Figure 1. Routing congestion (run 1).
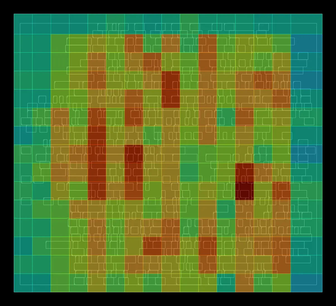
Figure 2. Clock wires, drivers and flops (run 1).
Scale: 4 px per µm.
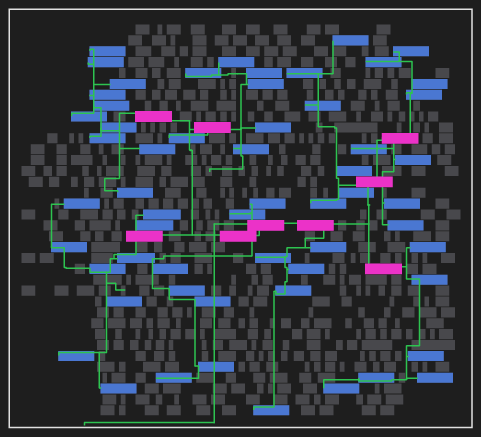
Figure 3. Routed metal per tile (run 1).
Scale: 3 px per µm. The die is cut into 23 by 21 equal tiles; white is low, dark blue is high, scaled to the fullest tile. Values are wire area over tile area, all layers added.
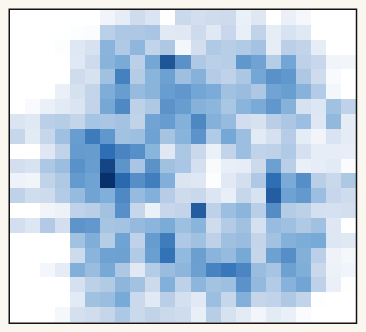
Figure 4. Selected gate families (run 1).
Scale: 3 px per µm.
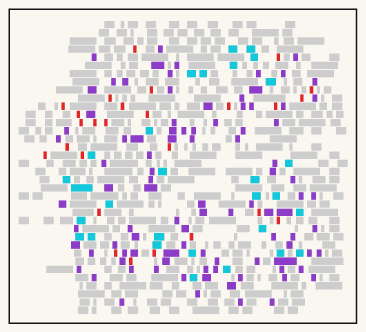
File: src/rtl/matmul_scheduler.sv
// matmul_scheduler: walks an M x N result grid in row-major order and issues
// ceil(K/ADDER_WIDTH) dot-product chunks per result to an external thread.
// Each chunk's partial sum is accumulated, and the finished C[m][n] is
// presented on a valid/ready result port.
// Build option: define MATMUL_SCHED_SATURATE_EN to clamp the accumulator at
// all-ones instead of wrapping.
module matmul_scheduler #(
  parameter int unsigned DATA_WIDTH  = 8,
  parameter int unsigned ADDER_WIDTH = 1,
  parameter int unsigned MAX_DIM     = 16,
  parameter int unsigned DIM_W       = $clog2(MAX_DIM) + 1,
  parameter int unsigned ACC_WIDTH   = 2*DATA_WIDTH + $clog2(MAX_DIM)
) (
  input  logic                   clk,
  input  logic                   rst,
  input  logic                   start,
  input  logic [DIM_W-1:0]       m_dim,
  input  logic [DIM_W-1:0]       n_dim,
  input  logic [DIM_W-1:0]       k_dim,
  output logic                   busy,
  output logic                   done,
  output logic                   req_valid,
  output logic [DIM_W-1:0]       req_m,
  output logic [DIM_W-1:0]       req_n,
  output logic [DIM_W-1:0]       req_k,
  output logic [ADDER_WIDTH-1:0] req_mask,
  input  logic [ACC_WIDTH-1:0]   part_sum,
  output logic                   res_valid,
  input  logic                   res_ready,
  output logic [DIM_W-1:0]       res_m,
  output logic [DIM_W-1:0]       res_n,
  output logic [ACC_WIDTH-1:0]   res_data
);

  // k + ADDER_WIDTH must not overflow before it is compared with k_dim
  localparam int unsigned KS_W = DIM_W + $clog2(ADDER_WIDTH + 1);

  typedef enum logic [2:0] {
    S_IDLE  = 3'd0,
    S_ISSUE = 3'd1,
    S_WAIT  = 3'd2,
    S_EMIT  = 3'd3,
    S_DONE  = 3'd4
  } state_e;

  state_e state_q, state_d;

  logic [DIM_W-1:0]       m_dim_q, m_dim_d;
  logic [DIM_W-1:0]       n_dim_q, n_dim_d;
  logic [DIM_W-1:0]       k_dim_q, k_dim_d;
  logic [DIM_W-1:0]       m_q, m_d;
  logic [DIM_W-1:0]       n_q, n_d;
  logic [DIM_W-1:0]       k_q, k_d;
  logic [ACC_WIDTH-1:0]   acc_q, acc_d;
  logic [ADDER_WIDTH-1:0] mask_q, mask_d;
  logic                   req_valid_q, req_valid_d;
  logic                   res_valid_q, res_valid_d;
  logic                   busy_q, busy_d;
  logic                   done_q, done_d;

  logic                   dims_ok;
  logic [KS_W-1:0]        k_next;
  logic                   more_k;
  logic                   last_n;
  logic                   last_m;
  logic [ACC_WIDTH-1:0]   acc_add;

  // Job dimensions are legal when every one is in 1..MAX_DIM
  assign dims_ok = (m_dim != '0) && (m_dim <= DIM_W'(MAX_DIM)) &&
                   (n_dim != '0) && (n_dim <= DIM_W'(MAX_DIM)) &&
                   (k_dim != '0) && (k_dim <= DIM_W'(MAX_DIM));

  assign k_next = KS_W'(k_q) + KS_W'(ADDER_WIDTH);
  assign more_k = k_next < KS_W'(k_dim_q);
  assign last_n = (n_q == n_dim_q - DIM_W'(1));
  assign last_m = (m_q == m_dim_q - DIM_W'(1));

`ifdef MATMUL_SCHED_SATURATE_EN
  logic [ACC_WIDTH:0] acc_sum;
  // Clamp: once the carry fires the accumulator pins at all-ones
  always_comb begin
    acc_sum = {1'b0, acc_q} + {1'b0, part_sum};
    acc_add = acc_sum[ACC_WIDTH] ? '1 : acc_sum[ACC_WIDTH-1:0];
  end
`else
  // Wrap modulo 2^ACC_WIDTH
  always_comb begin
    acc_add = acc_q + part_sum;
  end
`endif

  // State register
  always_ff @(posedge clk or negedge rst) begin
    if (!rst) state_q <= S_IDLE;
    else      state_q <= state_d;
  end

  // Next-state logic
  always_comb begin
    state_d = state_q;
    unique case (state_q)
      S_IDLE:  if (start) state_d = dims_ok ? S_ISSUE : S_DONE;
      S_ISSUE: state_d = S_WAIT;
      S_WAIT:  state_d = more_k ? S_ISSUE : S_EMIT;
      S_EMIT:  if (res_ready) state_d = (last_m && last_n) ? S_DONE : S_ISSUE;
      S_DONE:  state_d = S_IDLE;
      default: state_d = S_IDLE;
    endcase
  end

  // Output/datapath next values; flags are decoded from the next state so
  // every port comes straight off a flop
  always_comb begin
    m_dim_d     = m_dim_q;
    n_dim_d     = n_dim_q;
    k_dim_d     = k_dim_q;
    m_d         = m_q;
    n_d         = n_q;
    k_d         = k_q;
    acc_d       = acc_q;
    mask_d      = '0;
    req_valid_d = (state_d == S_ISSUE);
    res_valid_d = (state_d == S_EMIT);
    busy_d      = (state_d != S_IDLE);
    done_d      = (state_d == S_DONE);

    unique case (state_q)
      S_IDLE: begin
        if (start && dims_ok) begin
          m_dim_d = m_dim;
          n_dim_d = n_dim;
          k_dim_d = k_dim;
          m_d     = '0;
          n_d     = '0;
          k_d     = '0;
          acc_d   = '0;
        end
      end
      S_WAIT: begin
        acc_d = acc_add;
        if (more_k) k_d = DIM_W'(k_next);
      end
      S_EMIT: begin
        if (res_ready) begin
          acc_d = '0;
          k_d   = '0;
          if (last_n) begin
            n_d = '0;
            m_d = last_m ? '0 : m_q + DIM_W'(1);
          end else begin
            n_d = n_q + DIM_W'(1);
          end
        end
      end
      default: ;
    endcase

    if (state_d == S_ISSUE) begin
      for (int unsigned i = 0; i < ADDER_WIDTH; i++) begin
        mask_d[i] = (KS_W'(k_d) + KS_W'(i)) < KS_W'(k_dim_d);
      end
    end
  end

  // Datapath and output registers
  always_ff @(posedge clk or negedge rst) begin
    if (!rst) begin
      m_dim_q     <= '0;
      n_dim_q     <= '0;
      k_dim_q     <= '0;
      m_q         <= '0;
      n_q         <= '0;
      k_q         <= '0;
      acc_q       <= '0;
      mask_q      <= '0;
      req_valid_q <= 1'b0;
      res_valid_q <= 1'b0;
      busy_q      <= 1'b0;
      done_q      <= 1'b0;
    end else begin
      m_dim_q     <= m_dim_d;
      n_dim_q     <= n_dim_d;
      k_dim_q     <= k_dim_d;
      m_q         <= m_d;
      n_q         <= n_d;
      k_q         <= k_d;
      acc_q       <= acc_d;
      mask_q      <= mask_d;
      req_valid_q <= req_valid_d;
      res_valid_q <= res_valid_d;
      busy_q      <= busy_d;
      done_q      <= done_d;
    end
  end

  assign busy      = busy_q;
  assign done      = done_q;
  assign req_valid = req_valid_q;
  assign req_m     = m_q;
  assign req_n     = n_q;
  assign req_k     = k_q;
  assign req_mask  = mask_q;
  assign res_valid = res_valid_q;
  assign res_m     = m_q;
  assign res_n     = n_q;
  assign res_data  = acc_q;

endmodule
File: config.mk
export PLATFORM = sky130hd
export DESIGN_NAME = matmul_scheduler
export DESIGN_NICKNAME = d
export VERILOG_FILES = /design/src/rtl/matmul_scheduler.sv
export SDC_FILE = /design/constraint.sdc
export NUM_CORES = 1
export LEC_CHECK = 0
export CAP_MARGIN = 40
export CELL_PAD_IN_SITES_DETAIL_PLACEMENT = 1
export CELL_PAD_IN_SITES_GLOBAL_PLACEMENT = 1
export CORE_ASPECT_RATIO = 0.9
export CORE_MARGIN = 2
export CORE_UTILIZATION = 35
export DETAILED_ROUTE_END_ITERATION = 16
export HOLD_SLACK_MARGIN = 0.05
export PLACE_DENSITY = 0.82
export SLEW_MARGIN = 0
export SYNTH_ARGS = -nofsm -noshare
export SYNTH_HDL_FRONTEND = slang
export SYNTH_SLANG_ARGS = --single-unit
File: constraint.sdc
create_clock -name clk -period 2.97 [get_ports clk]
set_clock_uncertainty 0.1 [all_clocks]
set_input_delay 0.594 -clock clk [delete_from_list [all_inputs] [get_ports clk]]
set_output_delay 0.594 -clock clk [all_outputs]
set_load 0.05 [all_outputs]
==> changes_impl.md, run 1 <==
### Implementation results

* Status: complete, but fails checks
* Violated checks: setup timing
* Detailed-route DRC error count at 0
* Seq cells at 58
* Met2 usage at 0.360
* Post-synthesis xor/xnor area fraction at 0.0674
* VDD IR max at ~600 µV
* Clock-cell share at 0.0569
* Taps Inserted at roughly 150
* CTS H-tree depth at 3
* Kind of critical path: flop to flop
* Setup crit start: req_k[0]
* Worst setup EP type: flop
* Worst EP arrival at around 3.6 ns
* Tool warnings at 29
* Largest cell class: logic gates
* Detailed Place HPWL at 9210 µm
* Total track usage at 0.208
* Yosys chip area at between 0.003 and 0.004 mm²
* CP max-delay cell: dfrtp_2
* Clock buf count at 11
* Max-cap violations at 0
* First-pass GRT wire length at 20100 µm
* GP Congestion at ~0.88
* Largest delay share family, worst path: AND-OR/OR-AND gates
* Setup ws final at -0.522 ns
* Fa+ha+maj area frac at 0.108
* Sw Share at 0.455
* Synth Seq Share at 0.372
* PortBufs at 88
* Slowest stage delay, CP at roughly 0.44 ns
* Cell Rows at 36
* Hold crit path type: input pin to async pin
* Top-area cell share at 0.372
* Hold Worst Slack at roughly 0.18 ns
* Reg power frac at 0.227
* TritonCTS Sinks at ~58
* Final setup vio count at 1
* Largest logic family: AND-OR/OR-AND gates
* Inverter count at 26
* Syn Std Cell Area at slightly below 0.004 mm²
* Setup Total Neg Slack at -0.522 ns
* Crit path to: req_mask
* Internal power at 3.37 mW
* Top cells by area: dfrtp_1 (37%), ha_1 (10%), o21ai_0 (5.0%), nand2_1 (4.1%), xnor2_1 (3.8%)
* Worst endpoint required time at roughly 3.1 ns
* Fp util at 0.359
* Die Height at about 100 µm
* RR Endpoint: req_mask
* Mux area share at 0.0208
* I/O pins at 89
* EDFF count, synth at 0
* Routed length on met1 at ~5500 µm
* Fill count at between 1k and 1.5k
* Top-count cell post-synth: dfrtp_1
* Non-clock buffer count at 143
* CTS root buf: clkbuf_16
* Grt total ovfl at 0
* Via Count at 3718
* Chip width at 115 µm
* Sequential power at 1.41 mW
* Number of global-route vias before repair at 4026
* Clock slew at reported path FFs at 0.06 ns
* Routed WL at 12100 µm
* CTS Hold Buffers Added at 0
* Leakage power at 2.60 nW
* Ys cells at approximately 430
* Pre-CTS WS at -0.654 ns
* Power Combinational at 3.67 mW
* Cell seen most often among critical-path stages: a21o_1
* Clock period minus worst slack at about 3.5 ns
* Least-Margin Pin Slew at roughly 0.63 ns
* Final hold violation count at 0
* Die area at around 0.012 mm²
* Fraction of layout cells with a size suffix above 1 at 0.188
* Seq area share at 0.258
* Clock Tree Buf Depth at 2
* Yosys warns at 0
* Slew Viols, Final at 0
* Comb power frac at 0.592
About Figure 1:
grt peak-use layer: met2
routing usage on met3: 0.0338
Final Core Density: 0.519
drt wl/cell: 16.8 µm
routing usage on met1: 0.271

About Figure 2:
[clock-net drivers] magenta | count: 9
[flip-flops] blue | count: 58
[clock wires] green | length: 920 µm
routed clock nets: 10
flops lie: widely spread
Late-Pin Clk Latency: 0.32 ns
Clock Power Share: 0.181
clk pwr: 1.12 mW

About Figure 3:
tiles over half the peak: 17%
nearly empty tiles: 15%
mean over tiles: 0.15
emptiest ninth of the die: top left

About Figure 4:
| family | colour | cells | most used |
|---|---|---|---|
| inv cells | red | 26 | inv_1 |
| aoi and oai cells | purple | 95 | o21ai_0 |
| non-inverting ao/oa cells | cyan | 29 | a21o_1 |
most numerous logic cell after layout: clkdlybuf4s50_1
logic share of the area: 0.405
Cell Count, Final, Fillers Out: 717

-- run 1: layout by cell type (no fill, tap or decap), types with 14 or more instances in the layout --
cell / n
nor2_1: 18
xnor2_1: 17
a21oi_1: 26
buf_4: 55
clkdlybuf4s50_1: 87
o21ai_0: 38
nand2_1: 43
ha_1: 30
dfrtp_1: 55
nor3_1: 14
inv_1: 26
-- run 1: worst register-to-register path: stages, from the launching register on --
cell     delay [ns]
dfrtp_2        0.44
and3_4         0.21
xor2_2         0.16
ha_2           0.19
or3_1          0.35
o221a_4        0.25
o31a_1         0.28
o31ai_2        0.26
o21ai_2        0.12
ha_1           0.32
a21o_1         0.18
a21o_1         0.20
a21oi_2        0.15
nand2_1        0.07
nor3_1         0.14
--- run 2 (diff from run 1) ---
--- a/config.mk
+++ b/config.mk
@@ -14,4 +14,5 @@
 export DETAILED_ROUTE_END_ITERATION = 16
+export DONT_BUFFER_PORTS = 1
 export HOLD_SLACK_MARGIN = 0.05
-export PLACE_DENSITY = 0.82
+export PLACE_DENSITY = 0.68
 export SLEW_MARGIN = 0
--- a/constraint.sdc
+++ b/constraint.sdc
@@ -4,2 +4,2 @@
 set_output_delay 0.594 -clock clk [all_outputs]
-set_load 0.05 [all_outputs]
+set_load 0.01 [all_outputs]
Figure 5. Routing congestion (run 2).
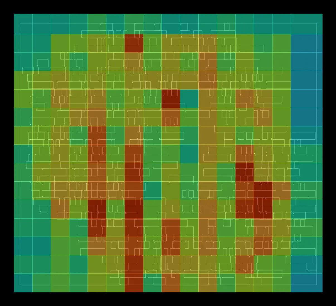
routing usage on met1: 0.240
Final Core Density: 0.417

==> run 2 against run 1 <==
The run still ends with setup timing left. Design area decreased by 20%. Count of clock-buffer cells in the layout grew 1. Synthesized cell count unchanged. Final cell count decreased by 16%. Area after synthesis unchanged. Critical endpoint unchanged.
==> changes_impl.md, run 2 <==
### Implementation results

* Cell Count, Final, Fillers Out at 603 (was 717)
* Yosys chip area at 0.00390 mm² (unchanged)
* Die Height at 104 µm (unchanged)
* Most numerous logic cell after layout: dfrtp_1 (was clkdlybuf4s50_1)
* Routed WL at 10500 µm (was 12100 µm)
* Syn Std Cell Area at 0.00390 mm² (unchanged)
* CP max-delay cell: dfrtp_2 (unchanged)
* Clock Tree Buf Depth at 2 (unchanged)
* Least-Margin Pin Slew at 0.537 ns (was 0.627 ns)
* Top cells by area: dfrtp_1 (37%), ha_1 (10%), o21ai_0 (5.0%), nand2_1 (4.1%), xnor2_1 (3.8%) (unchanged)
* Largest cell class: logic gates (unchanged)
* Final hold violation count at 0 (unchanged)
* EDFF count, synth at 0 (unchanged)
* Pre-CTS WS at -0.323 ns (was -0.654 ns)
* Logic share of the area at 0.497 (was 0.405)
* Worst setup EP type: flop (unchanged)
* Leakage power at 2.14 nW (was 2.60 nW)
* Final setup vio count at 1 (unchanged)
* I/O pins at 89 (unchanged)
* Non-clock buffer count at 30 (was 143)
* Top-area cell share at 0.372 (unchanged)
* TritonCTS Sinks at 58 (unchanged)
* Mux area share at 0.0208 (unchanged)
* Grt peak-use layer: met2 (unchanged)
* Tool warnings at 29 (unchanged)
* PortBufs at 0 (was 88)
* Clock slew at reported path FFs at 0.05 ns (was 0.06 ns)
* Clock Power Share at 0.211 (was 0.181)
* Largest logic family: AND-OR/OR-AND gates (unchanged)
* Crit path to: req_mask (unchanged)
* Chip width at 115 µm (unchanged)
* Die area at 0.0120 mm² (unchanged)
* Cell Rows at 36 (unchanged)
* Comb power frac at 0.477 (was 0.592)
* Seq cells at 58 (unchanged)
* Slew Viols, Final at 0 (unchanged)
* GP Congestion at 0.840 (was 0.876)
* Max-cap violations at 0 (unchanged)
* Fill count at 1242 (was 1239)
* CTS root buf: clkbuf_16 (unchanged)
* CTS Hold Buffers Added at 2 (was 0)
* Sw Share at 0.417 (was 0.455)
* Detailed-route DRC error count at 0 (unchanged)
* Setup Total Neg Slack at -0.391 ns (was -0.522 ns)
* Post-synthesis xor/xnor area fraction at 0.0674 (unchanged)
* Synth Seq Share at 0.372 (unchanged)
* Largest delay share family, worst path: AND-OR/OR-AND gates (unchanged)
* Clock buf count at 12 (was 11)
* Status: complete, but fails checks (unchanged)
* Reg power frac at 0.312 (was 0.227)
* Ys cells at 428 (unchanged)
* Grt total ovfl at 0 (unchanged)
* Yosys warns at 0 (unchanged)
* Seq area share at 0.321 (was 0.258)
* Met2 usage at 0.294 (was 0.360)
* Clock-cell share at 0.0633 (was 0.0569)
* Drt wl/cell at 17.5 µm (was 16.8 µm)
* Fa+ha+maj area frac at 0.108 (unchanged)
* Inverter count at 26 (unchanged)
* Worst endpoint required time at 3.11 ns (about the same)
* Violated checks: setup timing (unchanged)
* Number of global-route vias before repair at 3441 (was 4026)
* Setup ws final at -0.391 ns (was -0.522 ns)
* Slowest stage delay, CP at 0.43 ns (was 0.44 ns)
* Cell seen most often among critical-path stages: a21o_1 (unchanged)
* CTS H-tree depth at 3 (unchanged)
* Taps Inserted at 152 (unchanged)
* Total track usage at 0.186 (was 0.208)
Figure 6. Clock wires, drivers and flops (run 2).
Scale: 4 px per µm.
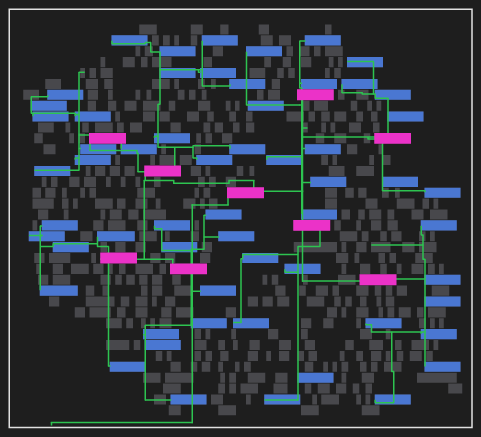
[clock wires] green | length: 990 µm
[clock-net drivers] magenta | count: 9
[flip-flops] blue | count: 58
routed clock nets: 10
flops lie: widely spread
clk pwr: 1.02 mW
Late-Pin Clk Latency: 0.33 ns

==> run 2: cell count changes in the layout (fill, tap and decap cells not counted), sizes merged <==
cell / delta
clkdlybuf4s50: -87
buf: -27
bufinv: -1
clkbuf: +1
clkinvlp: -1
dlygate4sd3: +1
==> run 2: metal layers <==
layer / share of wire / wire length, µm / vias up
met5: 0 / 0 / -
met1: 0.45 / 4790 / 1594
li1: - / - / 1549
met4: 0.022 / 233 / 0
met2: 0.48 / 5040 / 63
met3: 0.045 / 470 / 19
==> run 2: kinds of logic (layout without fill, tap and decap cells) <==
kind of cell,count (synthesis),in the layout
flops,58,58
compound gates,124,124
fa+ha+maj,33,33
simple gates,128,128
buf+inv,48,71
xor+xnor,30,30
mux,7,7
--- run 3 (diff from run 2) ---
PLACE_DENSITY = 0.65   (was 0.68)
clock period = 4.3 ns   (was 2.97 ns; I/O delays follow)
Figure 7. Port wiring (run 3).
Scale: 4 px per µm.
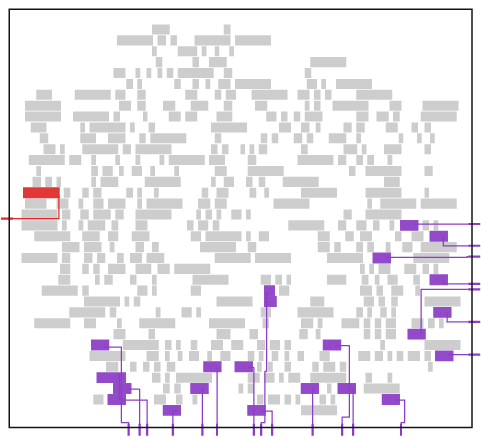
| port | colour | bits | direction | end cells | buffers | wire |
|---|---|---|---|---|---|---|
| part_sum | purple | 20 | input | 22 | 0 | 283 µm |
| req_mask | red | 1 | output | 1 | 0 | 17.3 µm |
PortBufs: 0
I/O pins: 89

==> run 3 against run 2 <==
The flow now finishes without violations. Routed wire length fell by 5.9%. Hold slack worse by 0.14 ns. Highest routed layer unchanged. Register-to-register slack improved by 0.96 ns. Sequential power decreased by 29%. Via count is 4.7% lower. Die area did not move. Flip-flop count unchanged. Design area is 6.8% lower.
==> changes_impl.md, run 3 <==
### Implementation results

* Status: completed (was complete, but fails checks)
* Hold Worst Slack at 0.120 ns (was 0.261 ns)
* Total track usage at 0.176 (was 0.186)
* Drt wl/cell at 17.3 µm (was 17.5 µm)
* CTS Hold Buffers Added at 0 (was 2)
* Sequential power at 1.06 mW (was 1.50 mW)
* Grt total ovfl at 0 (unchanged)
* Largest delay share family, worst path: simple AND/OR/NAND/NOR gates (was AND-OR/OR-AND gates)
* Hold crit path type: input pin to async pin (was input pin to flop)
* Clock Power Share at 0.204 (was 0.211)
* Internal power at 1.76 mW (was 2.82 mW)
* Routed WL at 9910 µm (was 10500 µm)
* Final hold violation count at 0 (unchanged)
* Top-area cell share at 0.372 (unchanged)
* Top cells by area: dfrtp_1 (37%), ha_1 (10%), o21ai_0 (5.0%), nand2_1 (4.1%), xnor2_1 (3.8%) (unchanged)
* Cell seen most often among critical-path stages: ha_1 (was a21o_1)
* Seq area share at 0.344 (was 0.321)
* Final setup vio count at 0 (was 1)
* Yosys warns at 0 (unchanged)
* Detailed Place HPWL at 7490 µm (was 7890 µm)
* Pre-CTS WS at 0.581 ns (was -0.323 ns)
* Kind of critical path: flop to flop (unchanged)
* Inverter count at 26 (unchanged)
* Crit path to: req_mask (unchanged)
* Least-Margin Pin Slew at 0.636 ns (was 0.537 ns)
* Sw Share at 0.424 (was 0.417)
* Clock buf count at 11 (was 12)
* Synth Seq Share at 0.372 (unchanged)
* RR Endpoint: req_mask (unchanged)
* Clk pwr at 0.621 mW (was 1.02 mW)
* Slew Viols, Final at 0 (unchanged)
* Non-clock buffer count at 3 (was 30)
* CP max-delay cell: dfrtp_1 (was dfrtp_2)
* Tool warnings at 26 (was 29)
* GP Congestion at 0.798 (was 0.840)
Figure 8. Selected gate families (run 3).
Scale: 3 px per µm.
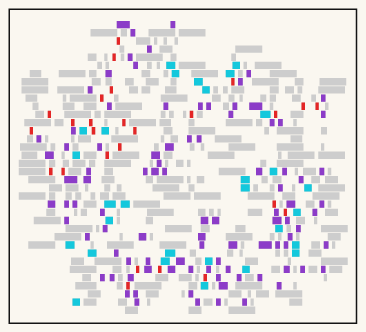
| family | colour | cells | most used |
|---|---|---|---|
| inv cells | red | 26 | inv_1 |
| aoi and oai cells | purple | 95 | o21ai_0 |
| non-inverting ao/oa cells | cyan | 29 | a21o_1 |
most numerous logic cell after layout: dfrtp_1
Cell Count, Final, Fillers Out: 573
logic share of the area: 0.523

run 3: cell counts after synthesis:
Identical to the previous run, type by type.
run 3: through the flow:
stage                     cells  cell area, µm²
after floorplan             428            3900
after global placement      561            3970
after detailed placement    561            3970
after CTS                   573            4220
after global routing        573            4220
final                       573            4220
run 3: cell families after synthesis:
logic type / count (synthesis) / share of synthesized area
AND/OR/NAND/NOR: 128 / 0.165
flip-flops: 58 / 0.372
buffers and inverters: 48 / 0.0622
XOR/XNOR: 30 / 0.0674
multiplexers: 7 / 0.0208
AND-OR/OR-AND: 124 / 0.205
adder cells (fa/ha/maj): 33 / 0.108
run 3: metal layers:
layer	global-route usage	wire [µm]	vias up
li1	-	-	1501
met1	0.238	4720	1500
met2	0.268	4470	62
met3	0.0548	574	10
met4	0.0559	136	0
met5	0	0	-
Power is estimated from default activity; no workload was simulated.
